==> run_1/route_heat.png <==
The bar under the picture is 20 microns long. 20 x 20 tiles, from black (low) to pale yellow (high), scaled to the fullest tile. Values are wire area over tile area, all layers added.
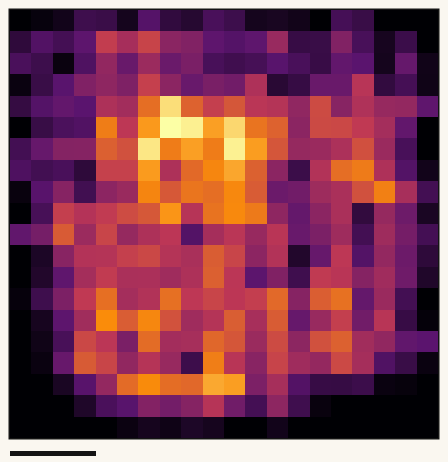
==> run_1/closeup.png <==
The bar under the picture is 20 microns long. Region (0, 0) to (50, 50) microns. Cells in grey, sequential cells in the stronger grey; small squares are vias.
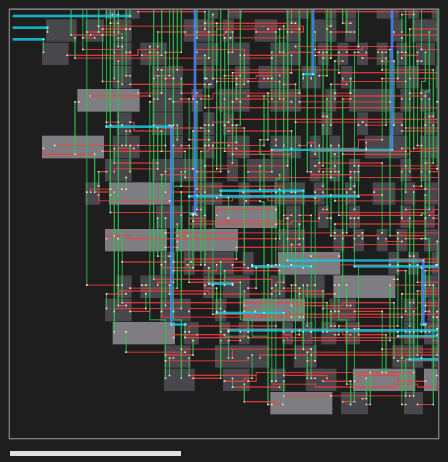
==> run_1/placed.png <==
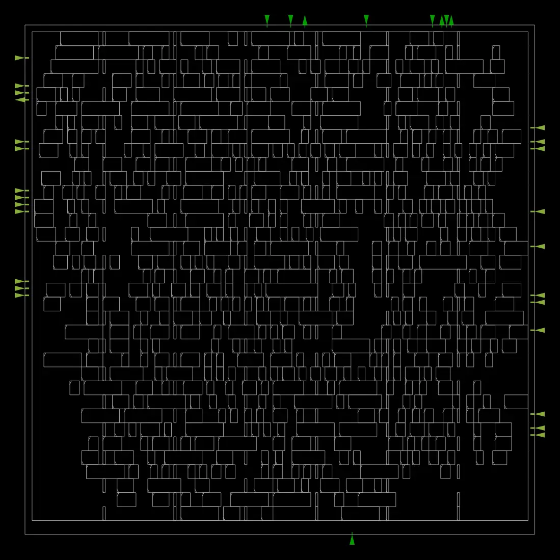
==> src/rtl/riscv_structures.sv <==
// Shared types and constants for the RV32I pipeline control logic.
package riscv_structures;

  typedef enum logic [0:0] {
    RUN   = 1'b0,
    FLUSH = 1'b1
  } ctrl_state_e;

  localparam int unsigned REG_ADDR_W = 5;
  localparam int unsigned NUM_REGS   = 32;

  // x0 is hard-wired to zero, so it never carries a dependency.
  function automatic logic is_real_reg(input logic [REG_ADDR_W-1:0] addr);
    return addr != '0;
  endfunction

endpackage

==> src/rtl/reg_scoreboard.sv <==
// One pending bit per architectural register; clear is applied before set so
// a same-cycle clear/set of one register leaves it pending.
module reg_scoreboard
  import riscv_structures::*;
(
  input  logic                  clk,
  input  logic                  rst,
  input  logic                  set_en,
  input  logic [REG_ADDR_W-1:0] set_addr,
  input  logic                  clr_en,
  input  logic [REG_ADDR_W-1:0] clr_addr,
  input  logic [REG_ADDR_W-1:0] rs1_addr,
  input  logic [REG_ADDR_W-1:0] rs2_addr,
  input  logic [REG_ADDR_W-1:0] rd_addr,
  output logic                  rs1_pending,
  output logic                  rs2_pending,
  output logic                  rd_pending
);

  logic [NUM_REGS-1:0] pending_q;
  logic [NUM_REGS-1:0] pending_d;

  always_comb begin
    pending_d = pending_q;
    if (clr_en) begin
      pending_d[clr_addr] = 1'b0;
    end
    if (set_en) begin
      pending_d[set_addr] = 1'b1;
    end
    pending_d[0] = 1'b0;
  end

  always_ff @(posedge clk) begin
    if (rst) begin
      pending_q <= '0;
    end else begin
      pending_q <= pending_d;
    end
  end

  // Reads see registered state only; a retire this cycle is not bypassed.
  assign rs1_pending = pending_q[rs1_addr];
  assign rs2_pending = pending_q[rs2_addr];
  assign rd_pending  = pending_q[rd_addr];

endmodule

==> src/rtl/pipeline_ctrl.sv <==
// Decode-stage issue controller: interlocks RAW/WAW hazards through a register
// scoreboard, bounds in-flight instructions and sequences the redirect flush.
module pipeline_ctrl
  import riscv_structures::*;
#(
  parameter int unsigned MAX_INFLIGHT = 4,
  parameter int unsigned FLUSH_CYCLES = 2
) (
  input  logic                  clk,
  input  logic                  rst,
  input  logic                  de_valid,
  input  logic [REG_ADDR_W-1:0] de_rs1,
  input  logic [REG_ADDR_W-1:0] de_rs2,
  input  logic                  de_use_rs1,
  input  logic                  de_use_rs2,
  input  logic [REG_ADDR_W-1:0] de_rd,
  input  logic                  de_reg_write,
  input  logic                  redirect,
  input  logic                  retire_valid,
  input  logic [REG_ADDR_W-1:0] retire_rd,
  input  logic                  retire_clr,
  output logic                  issue,
  output logic                  stall,
  output logic                  flush,
  output logic                  busy
);

  localparam int unsigned CNT_W = $clog2(MAX_INFLIGHT) + 1;
  localparam int unsigned FC_W  = $clog2(FLUSH_CYCLES + 1);
  localparam logic [CNT_W-1:0] MAX_CNT    = CNT_W'(MAX_INFLIGHT);
  localparam logic [FC_W-1:0]  FLUSH_LOAD = FC_W'(FLUSH_CYCLES);

  ctrl_state_e      state_q, state_d;
  logic [FC_W-1:0]  flush_cnt_q, flush_cnt_d;
  logic [CNT_W-1:0] inflight_q, inflight_d;

  logic rs1_pending, rs2_pending, rd_pending;
  logic raw1, raw2, waw, full, hazard;
  logic sb_set_en, sb_clr_en;

  reg_scoreboard u_scoreboard (
    .clk         (clk),
    .rst         (rst),
    .set_en      (sb_set_en),
    .set_addr    (de_rd),
    .clr_en      (sb_clr_en),
    .clr_addr    (retire_rd),
    .rs1_addr    (de_rs1),
    .rs2_addr    (de_rs2),
    .rd_addr     (de_rd),
    .rs1_pending (rs1_pending),
    .rs2_pending (rs2_pending),
    .rd_pending  (rd_pending)
  );

  assign raw1   = de_use_rs1 & is_real_reg(de_rs1) & rs1_pending;
  assign raw2   = de_use_rs2 & is_real_reg(de_rs2) & rs2_pending;
  assign waw    = de_reg_write & is_real_reg(de_rd) & rd_pending;
  assign full   = (inflight_q == MAX_CNT);
  assign hazard = raw1 | raw2 | waw | full;

  assign sb_set_en = issue & de_reg_write & is_real_reg(de_rd);
  assign sb_clr_en = retire_valid & retire_clr & is_real_reg(retire_rd);

  // A redirect overrides everything: the decode instruction is on the wrong path.
  always_comb begin
    state_d     = state_q;
    flush_cnt_d = flush_cnt_q;
    issue       = 1'b0;
    stall       = 1'b0;
    flush       = 1'b0;
    if (redirect) begin
      flush       = 1'b1;
      state_d     = FLUSH;
      flush_cnt_d = FLUSH_LOAD;
    end else begin
      case (state_q)
        RUN: begin
          issue = de_valid & ~hazard;
          stall = de_valid & hazard;
        end
        FLUSH: begin
          flush = 1'b1;
          if (flush_cnt_q == FC_W'(1)) begin
            state_d     = RUN;
            flush_cnt_d = '0;
          end else begin
            flush_cnt_d = flush_cnt_q - FC_W'(1);
          end
        end
        default: state_d = RUN;
      endcase
    end
  end

  always_comb begin
    inflight_d = inflight_q;
    case ({issue, retire_valid})
      2'b10:   inflight_d = inflight_q + CNT_W'(1);
      2'b01:   inflight_d = (inflight_q == '0) ? '0 : inflight_q - CNT_W'(1);
      default: inflight_d = inflight_q;
    endcase
  end

  always_ff @(posedge clk) begin
    if (rst) begin
      state_q     <= RUN;
      flush_cnt_q <= '0;
      inflight_q  <= '0;
    end else begin
      state_q     <= state_d;
      flush_cnt_q <= flush_cnt_d;
      inflight_q  <= inflight_d;
    end
  end

  assign busy = (state_q != RUN) | (inflight_q != '0);

  a_no_retire_underflow: assert property (
    @(posedge clk) disable iff (rst) retire_valid |-> (inflight_q != '0)
  );

endmodule

==> config.mk <==
export PLATFORM = sky130hd
export DESIGN_NAME = pipeline_ctrl
export DESIGN_NICKNAME = d
export VERILOG_FILES = /design/src/rtl/riscv_structures.sv /design/src/rtl/reg_scoreboard.sv /design/src/rtl/pipeline_ctrl.sv
export SDC_FILE = /design/constraint.sdc
export NUM_CORES = 1
export LEC_CHECK = 0
export ABC_AREA = 1
export ABC_CLOCK_PERIOD_IN_PS = 2300
export CAP_MARGIN = 20
export CELL_PAD_IN_SITES_DETAIL_PLACEMENT = 1
export CELL_PAD_IN_SITES_GLOBAL_PLACEMENT = 1
export CORE_UTILIZATION = 34
export CTS_CLUSTER_DIAMETER = 200
export CTS_CLUSTER_SIZE = 8
export DETAILED_ROUTE_END_ITERATION = 8
export PLACE_DENSITY_LB_ADDON = 0.1
export RECOVER_POWER = 25
export SYNTH_ARGS = -nofsm -noshare
export SYNTH_HDL_FRONTEND = slang
export SYNTH_SLANG_ARGS = --single-unit
==> constraint.sdc <==
create_clock -name clk -period 2.3 [get_ports clk]
set_input_delay 0.46 -clock clk [delete_from_list [all_inputs] [get_ports clk]]
set_output_delay 0.46 -clock clk [all_outputs]
set_load 0.005 [all_outputs]
==> report_table.html, run 1 <==
<h2>Synthesis and place &amp; route</h2>
<table>
<tr><th>Metric</th><th>Value</th></tr>
<tr><th colspan="2">Run status</th></tr>
<tr><td>Status</td><td>complete, but fails checks</td></tr>
<tr><td>Violated checks</td><td>negative setup slack</td></tr>
<tr><th colspan="2">Critical path</th></tr>
<tr><td>Worst Reg-to-Reg Cells</td><td>16</td></tr>
<tr><td>Startpoint class of the critical path</td><td>input pin</td></tr>
<tr><td>R2R Path Start</td><td>u_scoreboard.pending_q[3]</td></tr>
<tr><td>Number of buffers and inverters on the critical path</td><td>5</td></tr>
<tr><td>Arrival time at the worst endpoint</td><td>around 2 ns</td></tr>
<tr><td>Largest incremental delay on the critical path</td><td>approximately 0.19 ns</td></tr>
<tr><td>Startpoint of the worst setup timing path</td><td>de_rd[0]</td></tr>
<tr><td>Crit path max-delay cell type</td><td>sky130_fd_sc_hd__a21oi_2</td></tr>
<tr><td>Kind of cell adding the most delay to the critical path</td><td>simple AND/OR/NAND/NOR gates</td></tr>
<tr><td>CP Capture Type</td><td>output port</td></tr>
<tr><td>RR Endpoint</td><td>inflight_q[2]</td></tr>
<tr><td>Critical path depth in cells</td><td>16</td></tr>
<tr><td>Kind of critical path</td><td>input pin to output port</td></tr>
<tr><td>Most common cell on crit path</td><td>sky130_fd_sc_hd__nand2_1</td></tr>
<tr><td>Internal reg-to-reg setup slack</td><td>-0.14 ns</td></tr>
<tr><td>Required arrival time at the worst endpoint</td><td>1.84 ns</td></tr>
<tr><td>Setup crit end</td><td>issue</td></tr>
<tr><td>Sequence of cells on the critical path</td><td>buf_12 &gt; buf_12 &gt; clkinv_8 &gt; nand2_2 &gt; nand2_1 &gt; nand2_1 &gt; nand2_1 &gt; nand2_1 &gt; nand2_1 &gt; nor2_2 &gt; nand2_2 &gt; a21oi_2 &gt; nand3_2 &gt; buf_6 &gt; nor2_4 &gt; buf_2</td></tr>
<tr><th colspan="2">Power</th></tr>
<tr><td>Combinational power</td><td>~550 uW</td></tr>
<tr><td>Fraction of power spent switching nets</td><td>33.6%</td></tr>
<tr><td>Power density relative to cell area</td><td>380 nW/um^2</td></tr>
<tr><td>Proportion of power drawn by the clock network</td><td>between 20 and 30%</td></tr>
<tr><td>Combinational share of power</td><td>32.4%</td></tr>
<tr><td>Top power group</td><td>registers</td></tr>
<tr><td>Power of the sequential group</td><td>663 uW</td></tr>
<tr><td>Peak supply drop</td><td>239 uV</td></tr>
<tr><td>Leak Pwr</td><td>about 1.8 nW</td></tr>
<tr><td>Power Clock</td><td>482 uW</td></tr>
<tr><td>Switching power</td><td>569 uW</td></tr>
<tr><td>Sequential share of power</td><td>39.1%</td></tr>
<tr><th colspan="2">Synthesis</th></tr>
<tr><td>List of most frequent post-synthesis cells</td><td>sky130_fd_sc_hd__nand2_1 (138), sky130_fd_sc_hd__inv_1 (59), sky130_fd_sc_hd__nor2_1 (56)</td></tr>
<tr><td>Count of library flops with an enable pin</td><td>0</td></tr>
<tr><td>Yosys stat cell total</td><td>between 500 and 600</td></tr>
<tr><td>Synth Register Bits</td><td>37</td></tr>
<tr><td>Syn Inst Count</td><td>around 520</td></tr>
<tr><td>Mux cell area share after synthesis</td><td>0%</td></tr>
<tr><td>Top area cell types</td><td>sky130_fd_sc_hd__dfxtp_1 (23%), sky130_fd_sc_hd__nand2_1 (16%), sky130_fd_sc_hd__nand3_2 (9.0%)</td></tr>
<tr><td>Number of nets at floorplan</td><td>about 550</td></tr>
<tr><td>Syn_area_per_cell</td><td>6.21 sq um</td></tr>
<tr><td>Synthesis area per yosys</td><td>3210 sq um</td></tr>
<tr><td>Most frequent cell after synthesis</td><td>sky130_fd_sc_hd__nand2_1</td></tr>
<tr><td>Top_reg_cell synth</td><td>sky130_fd_sc_hd__dfxtp_1</td></tr>
<tr><td>Cell Area, Synth</td><td>about 3200 sq um</td></tr>
<tr><td>Post-synthesis simple-gate area fraction</td><td>a little over two fifths</td></tr>
<tr><td>Largest family of logic cells by area</td><td>simple AND/OR/NAND/NOR gates</td></tr>
<tr><td>Fraction of the mapped netlist area in adder cells</td><td>2.72%</td></tr>
<tr><td>Register area share after synthesis</td><td>about 23%</td></tr>
<tr><td>Area share of the largest cell type after synthesis</td><td>23.0%</td></tr>
<tr><td>Cell taking the most area after synthesis</td><td>sky130_fd_sc_hd__dfxtp_1</td></tr>
<tr><td>Warnings from Yosys</td><td>0</td></tr>
<tr><td>Async set-reset flop share out of synthesis</td><td>0%</td></tr>
<tr><td>And-or/or-and share of the synthesized area</td><td>between 10% and 20%</td></tr>
<tr><td>Count of cell types in the netlist</td><td>28</td></tr>
<tr><td>XOR-XNOR Cells, Area Fraction</td><td>0%</td></tr>
<tr><th colspan="2">Final timing</th></tr>
<tr><td>Final setup margin</td><td>-0.212 ns</td></tr>
<tr><td>Final worst path period share</td><td>109%</td></tr>
<tr><td>Post-route clock skew</td><td>0.00447 ns</td></tr>
<tr><td>Total of endpoints with negative setup slack in the final report</td><td>24</td></tr>
<tr><td>Achievable Freq</td><td>398 MHz</td></tr>
<tr><td>Count of final max-slew check failures</td><td>0</td></tr>
<tr><td>Slew headroom</td><td>53.7%</td></tr>
<tr><td>Setup repair after global routing missed its margin</td><td>true</td></tr>
<tr><td>Clock period minus worst slack</td><td>between 2 and 3 ns</td></tr>
<tr><td>Slew of the pin with the lowest slew margin</td><td>just under 0.7 ns</td></tr>
<tr><td>Fin. Hold Viols</td><td>0</td></tr>
<tr><th colspan="2">Final layout</th></tr>
<tr><td>Area grow syn2layout</td><td>38.9%</td></tr>
<tr><td>Design area</td><td>4460 sq um</td></tr>
<tr><td>Flop area</td><td>~740 sq um</td></tr>
<tr><td>Number of flip-flops under the largest register name</td><td>31</td></tr>
<tr><td>Top flop regs</td><td>u_scoreboard.pending_q (31), inflight_q (3), flush_cnt_q (2)</td></tr>
<tr><td>Share of the core filled with cells in the final layout</td><td>48.5%</td></tr>
<tr><td>Biggest register</td><td>u_scoreboard.pending_q</td></tr>
<tr><td>Most common logic cell in the routed design</td><td>sky130_fd_sc_hd__nand2_1</td></tr>
<tr><td>Diodes inserted</td><td>0</td></tr>
<tr><td>Share of post-route cells with drive strength above 1</td><td>31.0%</td></tr>
<tr><td>Most frequent logic cells in the routed design</td><td>sky130_fd_sc_hd__nand2_1 (127), sky130_fd_sc_hd__nor2_1 (52), sky130_fd_sc_hd__inv_1 (52)</td></tr>
<tr><td>Final #Nets</td><td>629</td></tr>
<tr><td>Gate Area</td><td>2320 sq um</td></tr>
<tr><th colspan="2">Route</th></tr>
<tr><td>Metal-1 WL</td><td>roughly 6 mm</td></tr>
<tr><td>Antenna-violating nets left</td><td>0</td></tr>
<tr><td>Routed len/inst</td><td>18.8 microns</td></tr>
<tr><td>Initial DRC count</td><td>126</td></tr>
<tr><td>Iteration count of the initial detailed-routing pass</td><td>4</td></tr>
<tr><td>Met2 WL post-DR</td><td>roughly 6.4 mm</td></tr>
<tr><td>Residual DRC count</td><td>0</td></tr>
<tr><td>Highest metal used</td><td>met4</td></tr>
<tr><td>Routed wl met3</td><td>626 microns</td></tr>
<tr><td>Via density</td><td>5.50</td></tr>
<tr><th colspan="2">Floorplan</th></tr>
<tr><td>Overall chip area</td><td>approximately 9800 sq um</td></tr>
<tr><td>Core area</td><td>between 9000 and 10,000 sq um</td></tr>
<tr><td>Initial cell density of the core</td><td>35.0%</td></tr>
<tr><td>Ports placed on the boundary</td><td>33</td></tr>
<tr><td>X dimension of the die</td><td>approximately 99 microns</td></tr>
<tr><td>Height of the chip</td><td>between 90 and 100 microns</td></tr>
<tr><th colspan="2">CTS</th></tr>
<tr><td>Num Clock Sinks</td><td>37</td></tr>
<tr><td>Number of instances resized during post-cts repair</td><td>62</td></tr>
<tr><td>Maximum count of clock buffers along a single path</td><td>2</td></tr>
<tr><td>Hold-fix buffers, CTS</td><td>0</td></tr>
<tr><td>Clock latency on the worst-skew pair</td><td>0.29 ns</td></tr>
<tr><td>Clock transition at the register clock pins on the worst setup and hold paths after CTS</td><td>0.08 ns</td></tr>
<tr><td>Post-CTS Setup Bufs</td><td>6</td></tr>
<tr><td>Clock tree from TritonCTS</td><td>yes</td></tr>
<tr><td>TritonCTS Buffers</td><td>5</td></tr>
<tr><td>Buffer cell driving the clock tree root</td><td>sky130_fd_sc_hd__clkbuf_8</td></tr>
<tr><td>H-Tree Level Count</td><td>2</td></tr>
<tr><th colspan="2">Worst hold path</th></tr>
<tr><td>End of the worst hold path</td><td>flush_cnt_q[1]</td></tr>
<tr><td>Hold Path Class</td><td>flip-flop to flip-flop</td></tr>
<tr><td>Launch instance of the worst min-delay path</td><td>flush_cnt_q[1]</td></tr>
<tr><td>Number of instances on the worst hold path</td><td>2</td></tr>
<tr><th colspan="2">Global routing</th></tr>
<tr><td>M3 GR Usage</td><td>2.46%</td></tr>
<tr><td>Met1 capacity usage during global routing</td><td>roughly a third</td></tr>
<tr><td>Number of global-route vias before repair</td><td>roughly 3,900</td></tr>
<tr><td>Most Used Layer, Global Route</td><td>met2</td></tr>
<tr><td>Wire length of the first global-routing pass</td><td>20.8 mm</td></tr>
<tr><td>Global route total overflow</td><td>0</td></tr>
<tr><td>Number of antenna violations at the first check in global routing</td><td>0</td></tr>
<tr><td>Grt met2 use</td><td>48.3%</td></tr>
<tr><td>Maximum number of pins on one net before global-route repair</td><td>32</td></tr>
<tr><th colspan="2">Placed design</th></tr>
<tr><td>Final GP Congestion</td><td>roughly 0.9</td></tr>
<tr><td>Final HPWL DP</td><td>9.09 mm</td></tr>
<tr><td>Port Buffer Count</td><td>32</td></tr>
<tr><td>Placed cell area</td><td>3970 sq um</td></tr>
<tr><th colspan="2">Flow run</th></tr>
<tr><td>MaxCap Viol Count</td><td>0</td></tr>
<tr><td>Tool Warnings</td><td>33</td></tr>
</table>
## Picture notes: route_heat.png
densest ninth of the die: centre
tiles over half the peak: 25%
emptiest ninth of the die: lower right
nearly empty tiles: 11%
mean over tiles: 0.21
vias after detailed routing: 3,871
post-detailed-routing wire length: 13.2 mm
total global-route track usage: 27.3%

## Picture notes: closeup.png
legend:
  M1:
    colour: red
  M3:
    colour: cyan
  M2:
    colour: green
  M4:
    colour: blue
netlist names of flops here include: u_scoreboard.pending_q (12)
most frequent: nand2_1 (37), nor2_1 (13)
cells with their middle in the window: 136
sequential cells in the window: 12

## Picture notes: placed.png
Final Instance Count excl. Fillers: 704
cell row count: 35
Taps Inserted: 111
proportion of cell area occupied by registers: 16.7%
FILL cells: 1,193

[run 1: metrics by stage]
step / hold slack, ns / worst slack, ns / power [mW] / TNS (ns) / instances
floorplan: 0.444 / -0.0673 / 0.922 / -0.162 / 518
global placement: 0.460 / -0.862 / 1.12 / -21.15 / 686
detailed placement: 0.469 / -0.936 / 1.14 / -24.83 / 686
CTS: 0.483 / -0.247 / 1.69 / -2.80 / 703
global route: 0.514 / -0.324 / 1.78 / -5.46 / 704
finish: 0.475 / -0.212 / 1.69 / -1.08 / 704
[run 1: layout make-up]
type | instances | share of cell area, %
Timing Repair inverter | 1 | 0.364
Tap cell | 111 | 3.11
Timing Repair Buffer | 89 | 20.4
Multi-Input combinational cell | 396 | 51.9
Clock buffer | 7 | 1.93
Sequential cell | 37 | 16.7
Inverter | 63 | 5.63
==> run 2, diff against run 1 <==
CAP_MARGIN = 30   (was 20)
==> run_2/class_map.png <==
Fill, decap, tap and diode cells in grey.
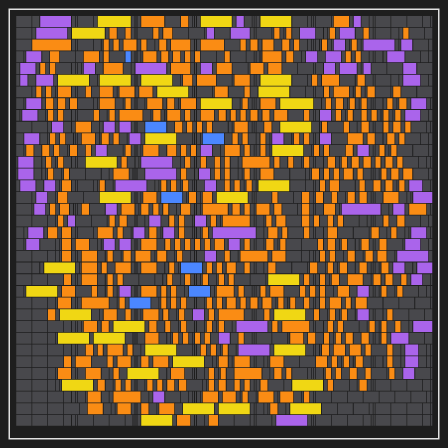
legend:
  remaining logic cells:
    colour: orange
    cells: 460
    share_of_their_area: 60%
  clock drivers and dummy loads:
    colour: blue
    cells: 7
    share_of_their_area: 2.0%
  remaining buffers and delay cells:
    colour: purple
    cells: 89
    share_of_their_area: 21%
  registers:
    colour: yellow
    cells: 37
    share_of_their_area: 17%
core area: 9200 sq um
design area: 4460 sq um
share of the core filled with cells in the final layout: 48.5%

==> run 2 against run 1 <==
Flip-flop count unchanged. Hold slack unchanged. Register-to-register slack barely moved. The flow still finishes with violations (negative setup slack). Fmax unchanged. Total power unchanged. Largest cell class unchanged. Combinational power about the same. Sequential power hardly changed. Routed wire length did not move. Global-route usage unchanged. Via count unchanged. Utilization is the same.
==> report_table.html, run 2 <==
<h2>Synthesis and place &amp; route</h2>
<table>
<tr><th>Metric</th><th>Value</th></tr>
<tr><th colspan="2">Final timing</th></tr>
<tr><td>Slew headroom</td><td>53.7%</td></tr>
<tr><td>Sum Neg Setup Slack</td><td>-1.08 ns</td></tr>
<tr><td>Fin. Hold Viols</td><td>0</td></tr>
<tr><td>Final setup margin</td><td>-0.212 ns</td></tr>
<tr><td>Total of endpoints with negative setup slack in the final report</td><td>24</td></tr>
<tr><td>Final worst hold slack</td><td>0.475 ns</td></tr>
<tr><td>Achievable Freq</td><td>about 400 MHz</td></tr>
<tr><td>Slew of the pin with the lowest slew margin</td><td>0.694 ns</td></tr>
<tr><td>Final worst path period share</td><td>109%</td></tr>
<tr><td>Post-route clock skew</td><td>0.00447 ns</td></tr>
<tr><td>Count of final max-slew check failures</td><td>0</td></tr>
<tr><td>Clock period minus worst slack</td><td>around 2.5 ns</td></tr>
<tr><th colspan="2">Critical path</th></tr>
<tr><td>Number of buffers and inverters on the critical path</td><td>5</td></tr>
<tr><td>R2R Path Start</td><td>u_scoreboard.pending_q[3]</td></tr>
<tr><td>Critical path depth in cells</td><td>16</td></tr>
<tr><td>Largest incremental delay on the critical path</td><td>0.19 ns</td></tr>
<tr><td>Required arrival time at the worst endpoint</td><td>1.84 ns</td></tr>
<tr><td>Startpoint of the worst setup timing path</td><td>de_rd[0]</td></tr>
<tr><td>Setup crit end</td><td>issue</td></tr>
<tr><td>Internal reg-to-reg setup slack</td><td>-0.14 ns</td></tr>
<tr><td>Arrival time at the worst endpoint</td><td>2.05 ns</td></tr>
<tr><td>Kind of critical path</td><td>input pin to output port</td></tr>
<tr><td>Crit path max-delay cell type</td><td>sky130_fd_sc_hd__a21oi_2</td></tr>
<tr><td>Sequence of cells on the critical path</td><td>buf_12 &gt; buf_12 &gt; clkinv_8 &gt; nand2_2 &gt; nand2_1 &gt; nand2_1 &gt; nand2_1 &gt; nand2_1 &gt; nand2_1 &gt; nor2_2 &gt; nand2_2 &gt; a21oi_2 &gt; nand3_2 &gt; buf_6 &gt; nor2_4 &gt; buf_2</td></tr>
<tr><td>RR Endpoint</td><td>inflight_q[2]</td></tr>
<tr><td>Worst Reg-to-Reg Cells</td><td>16</td></tr>
<tr><td>CP Capture Type</td><td>output port</td></tr>
<tr><td>Most common cell on crit path</td><td>sky130_fd_sc_hd__nand2_1</td></tr>
<tr><td>Startpoint class of the critical path</td><td>input pin</td></tr>
<tr><td>Kind of cell adding the most delay to the critical path</td><td>simple AND/OR/NAND/NOR gates</td></tr>
<tr><th colspan="2">Final layout</th></tr>
<tr><td>Most frequent logic cells in the routed design</td><td>sky130_fd_sc_hd__nand2_1 (127), sky130_fd_sc_hd__nor2_1 (52), sky130_fd_sc_hd__inv_1 (52)</td></tr>
<tr><td>Proportion of cell area occupied by registers</td><td>16.7%</td></tr>
<tr><td>Gate Area</td><td>roughly 2300 sq um</td></tr>
<tr><td>Multi-input gate share of the layout cell area</td><td>51.9%</td></tr>
<tr><td>Comb gates</td><td>396</td></tr>
<tr><td>Final Instance Count excl. Fillers</td><td>a little over 700</td></tr>
<tr><td>Top flop regs</td><td>u_scoreboard.pending_q (31), inflight_q (3), flush_cnt_q (2)</td></tr>
<tr><td>Layout clock buffer count</td><td>7</td></tr>
<tr><td>Flop area</td><td>744 sq um</td></tr>
<tr><td>Portion of the layout cell area used by non-clock buffers</td><td>20.4%</td></tr>
<tr><td>Area grow syn2layout</td><td>38.9%</td></tr>
<tr><td>Most common logic cell in the routed design</td><td>sky130_fd_sc_hd__nand2_1</td></tr>
<tr><td>Final #Nets</td><td>629</td></tr>
<tr><td>Proportion of cell area spent on the clock network</td><td>1.93%</td></tr>
<tr><td>Inverters, non-clock</td><td>64</td></tr>
<tr><td>Diodes inserted</td><td>0</td></tr>
<tr><td>Number of flip-flops under the largest register name</td><td>31</td></tr>
<tr><td>Share of post-route cells with drive strength above 1</td><td>31.0%</td></tr>
<tr><td>Biggest register</td><td>u_scoreboard.pending_q</td></tr>
<tr><td>FILL cells</td><td>about 1,200</td></tr>
<tr><td>Area-dominant class</td><td>combinational gates</td></tr>
<tr><th colspan="2">Global routing</th></tr>
<tr><td>Number of global-route vias before repair</td><td>3,947</td></tr>
<tr><td>Maximum number of pins on one net before global-route repair</td><td>32</td></tr>
<tr><td>Total global-route track usage</td><td>27.3%</td></tr>
<tr><td>Number of antenna violations at the first check in global routing</td><td>0</td></tr>
<tr><td>Wire length of the first global-routing pass</td><td>between 20 and 25 mm</td></tr>
<tr><td>Global route total overflow</td><td>0</td></tr>
<tr><th colspan="2">Placed design</th></tr>
<tr><td>Placed cell area</td><td>3970 sq um</td></tr>
<tr><td>Port Buffer Count</td><td>32</td></tr>
<tr><td>Final GP Congestion</td><td>0.884</td></tr>
<tr><td>Final HPWL DP</td><td>around 9.1 mm</td></tr>
<tr><td>Setup slack after placement</td><td>-0.936 ns</td></tr>
<tr><td>Number of cells after detailed placement</td><td>686</td></tr>
<tr><th colspan="2">CTS</th></tr>
<tr><td>H-Tree Level Count</td><td>2</td></tr>
<tr><td>Clock transition at the register clock pins on the worst setup and hold paths after CTS</td><td>0.08 ns</td></tr>
<tr><td>Post-CTS Setup Bufs</td><td>6</td></tr>
<tr><td>Buffer cell driving the clock tree root</td><td>sky130_fd_sc_hd__clkbuf_8</td></tr>
<tr><td>Clock tree from TritonCTS</td><td>yes</td></tr>
<tr><td>Clock latency on the worst-skew pair</td><td>0.29 ns</td></tr>
<tr><td>Maximum count of clock buffers along a single path</td><td>2</td></tr>
<tr><td>Hold-fix buffers, CTS</td><td>0</td></tr>
<tr><td>Num Clock Sinks</td><td>37</td></tr>
<tr><td>Number of instances resized during post-cts repair</td><td>62</td></tr>
<tr><td>TritonCTS Buffers</td><td>5</td></tr>
<tr><th colspan="2">Synthesis</th></tr>
<tr><td>Number of nets at floorplan</td><td>between 500 and 600</td></tr>
<tr><td>Warnings from Yosys</td><td>0</td></tr>
<tr><td>Count of library flops with an enable pin</td><td>0</td></tr>
<tr><td>Most frequent cell after synthesis</td><td>sky130_fd_sc_hd__nand2_1</td></tr>
<tr><td>Syn Inst Count</td><td>roughly 520</td></tr>
<tr><td>Register area share after synthesis</td><td>roughly 23%</td></tr>
<tr><td>Synth Register Bits</td><td>37</td></tr>
<tr><td>Syn_area_per_cell</td><td>6.21 sq um</td></tr>
<tr><td>Async set-reset flop share out of synthesis</td><td>0%</td></tr>
<tr><td>Top_reg_cell synth</td><td>sky130_fd_sc_hd__dfxtp_1</td></tr>
<tr><td>Synthesis area per yosys</td><td>3210 sq um</td></tr>
<tr><td>Cell Area, Synth</td><td>3210 sq um</td></tr>
<tr><td>Yosys stat cell total</td><td>approximately 520</td></tr>
<tr><td>Count of cell types in the netlist</td><td>28</td></tr>
<tr><td>Top area cell types</td><td>sky130_fd_sc_hd__dfxtp_1 (23%), sky130_fd_sc_hd__nand2_1 (16%), sky130_fd_sc_hd__nand3_2 (9.0%)</td></tr>
<tr><td>Cell taking the most area after synthesis</td><td>sky130_fd_sc_hd__dfxtp_1</td></tr>
<tr><td>Area share of the largest cell type after synthesis</td><td>23.0%</td></tr>
<tr><td>List of most frequent post-synthesis cells</td><td>sky130_fd_sc_hd__nand2_1 (138), sky130_fd_sc_hd__inv_1 (59), sky130_fd_sc_hd__nor2_1 (56)</td></tr>
<tr><th colspan="2">Route</th></tr>
<tr><td>Initial DRC count</td><td>~130</td></tr>
<tr><td>Post-detailed-routing wire length</td><td>13.2 mm</td></tr>
<tr><td>Residual DRC count</td><td>0</td></tr>
<tr><td>Antenna-violating nets left</td><td>0</td></tr>
<tr><td>Via density</td><td>5.50</td></tr>
<tr><td>Iteration count of the initial detailed-routing pass</td><td>4</td></tr>
<tr><td>Routed len/inst</td><td>roughly 19 microns</td></tr>
<tr><th colspan="2">Floorplan</th></tr>
<tr><td>Initial cell density of the core</td><td>between 30% and 40%</td></tr>
<tr><td>Cell row count</td><td>35</td></tr>
<tr><td>Taps Inserted</td><td>111</td></tr>
<tr><td>Overall chip area</td><td>9850 sq um</td></tr>
<tr><td>Ports placed on the boundary</td><td>33</td></tr>
<tr><td>X dimension of the die</td><td>99.2 microns</td></tr>
<tr><td>Height of the chip</td><td>99.2 microns</td></tr>
<tr><th colspan="2">Power</th></tr>
<tr><td>Switching power</td><td>569 uW</td></tr>
<tr><td>Combinational share of power</td><td>32.4%</td></tr>
<tr><td>Power density relative to cell area</td><td>between 300 and 400 nW/um^2</td></tr>
<tr><td>Top power group</td><td>registers</td></tr>
<tr><td>Leak Pwr</td><td>1.82 nW</td></tr>
<tr><td>Combinational power</td><td>550 uW</td></tr>
<tr><td>Sum of internal, switching and leakage power</td><td>roughly 1.7 mW</td></tr>
<tr><td>Proportion of power drawn by the clock network</td><td>28.4%</td></tr>
<tr><td>Internal power</td><td>1.13 mW</td></tr>
<tr><td>Sequential share of power</td><td>39.1%</td></tr>
<tr><td>Power Clock</td><td>482 uW</td></tr>
<tr><td>Peak supply drop</td><td>239 uV</td></tr>
<tr><th colspan="2">Worst hold path</th></tr>
<tr><td>Hold Path Class</td><td>flip-flop to flip-flop</td></tr>
<tr><td>Number of instances on the worst hold path</td><td>2</td></tr>
<tr><td>End of the worst hold path</td><td>flush_cnt_q[1]</td></tr>
<tr><td>Launch instance of the worst min-delay path</td><td>flush_cnt_q[1]</td></tr>
<tr><th colspan="2">Run status</th></tr>
<tr><td>Status</td><td>complete, but fails checks</td></tr>
<tr><td>Violated checks</td><td>negative setup slack</td></tr>
<tr><th colspan="2">Flow run</th></tr>
<tr><td>MaxCap Viol Count</td><td>0</td></tr>
<tr><td>Tool Warnings</td><td>33</td></tr>
</table>
==> run_2/placed.png <==
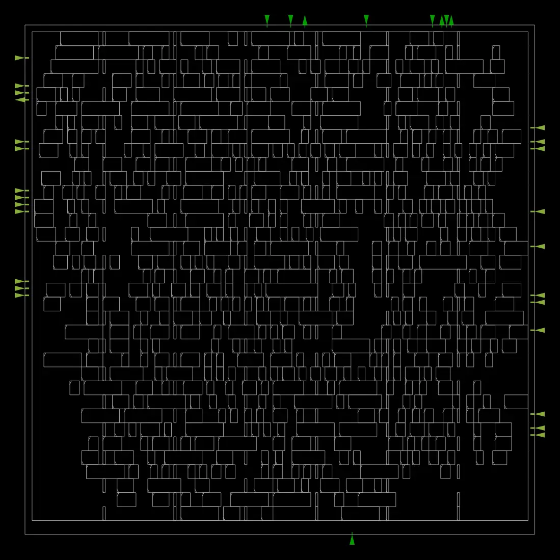
Flop Count: 37

-- run 2: cell counts after synthesis --
No cell type changed its count.
-- run 2: logic make-up (layout without fill, tap and decap cells) --
logic type | Yosys count | count (layout) | synth area share (%)
flip-flops | 37 | 37 | 23.0
buffers and inverters | 85 | 160 | 11.6
adder cells (fa/ha/maj) | 7 | 7 | 2.72
AND-OR/OR-AND | 97 | 97 | 19.5
AND/OR/NAND/NOR | 292 | 292 | 43.1
-- run 2: per-layer routing --
| metal | global-route usage, % | wire length (microns) | vias to the layer above |
|---|---|---|---|
| met4 | 8.82 | 422 | 0 |
| met3 | 2.46 | 626 | 34 |
| li1 | - | - | 1850 |
| met2 | 48.3 | 6360 | 110 |
| met1 | 35.0 | 5830 | 1877 |
| met5 | 0 | 0 | - |
Power is estimated from default activity; no workload was simulated.
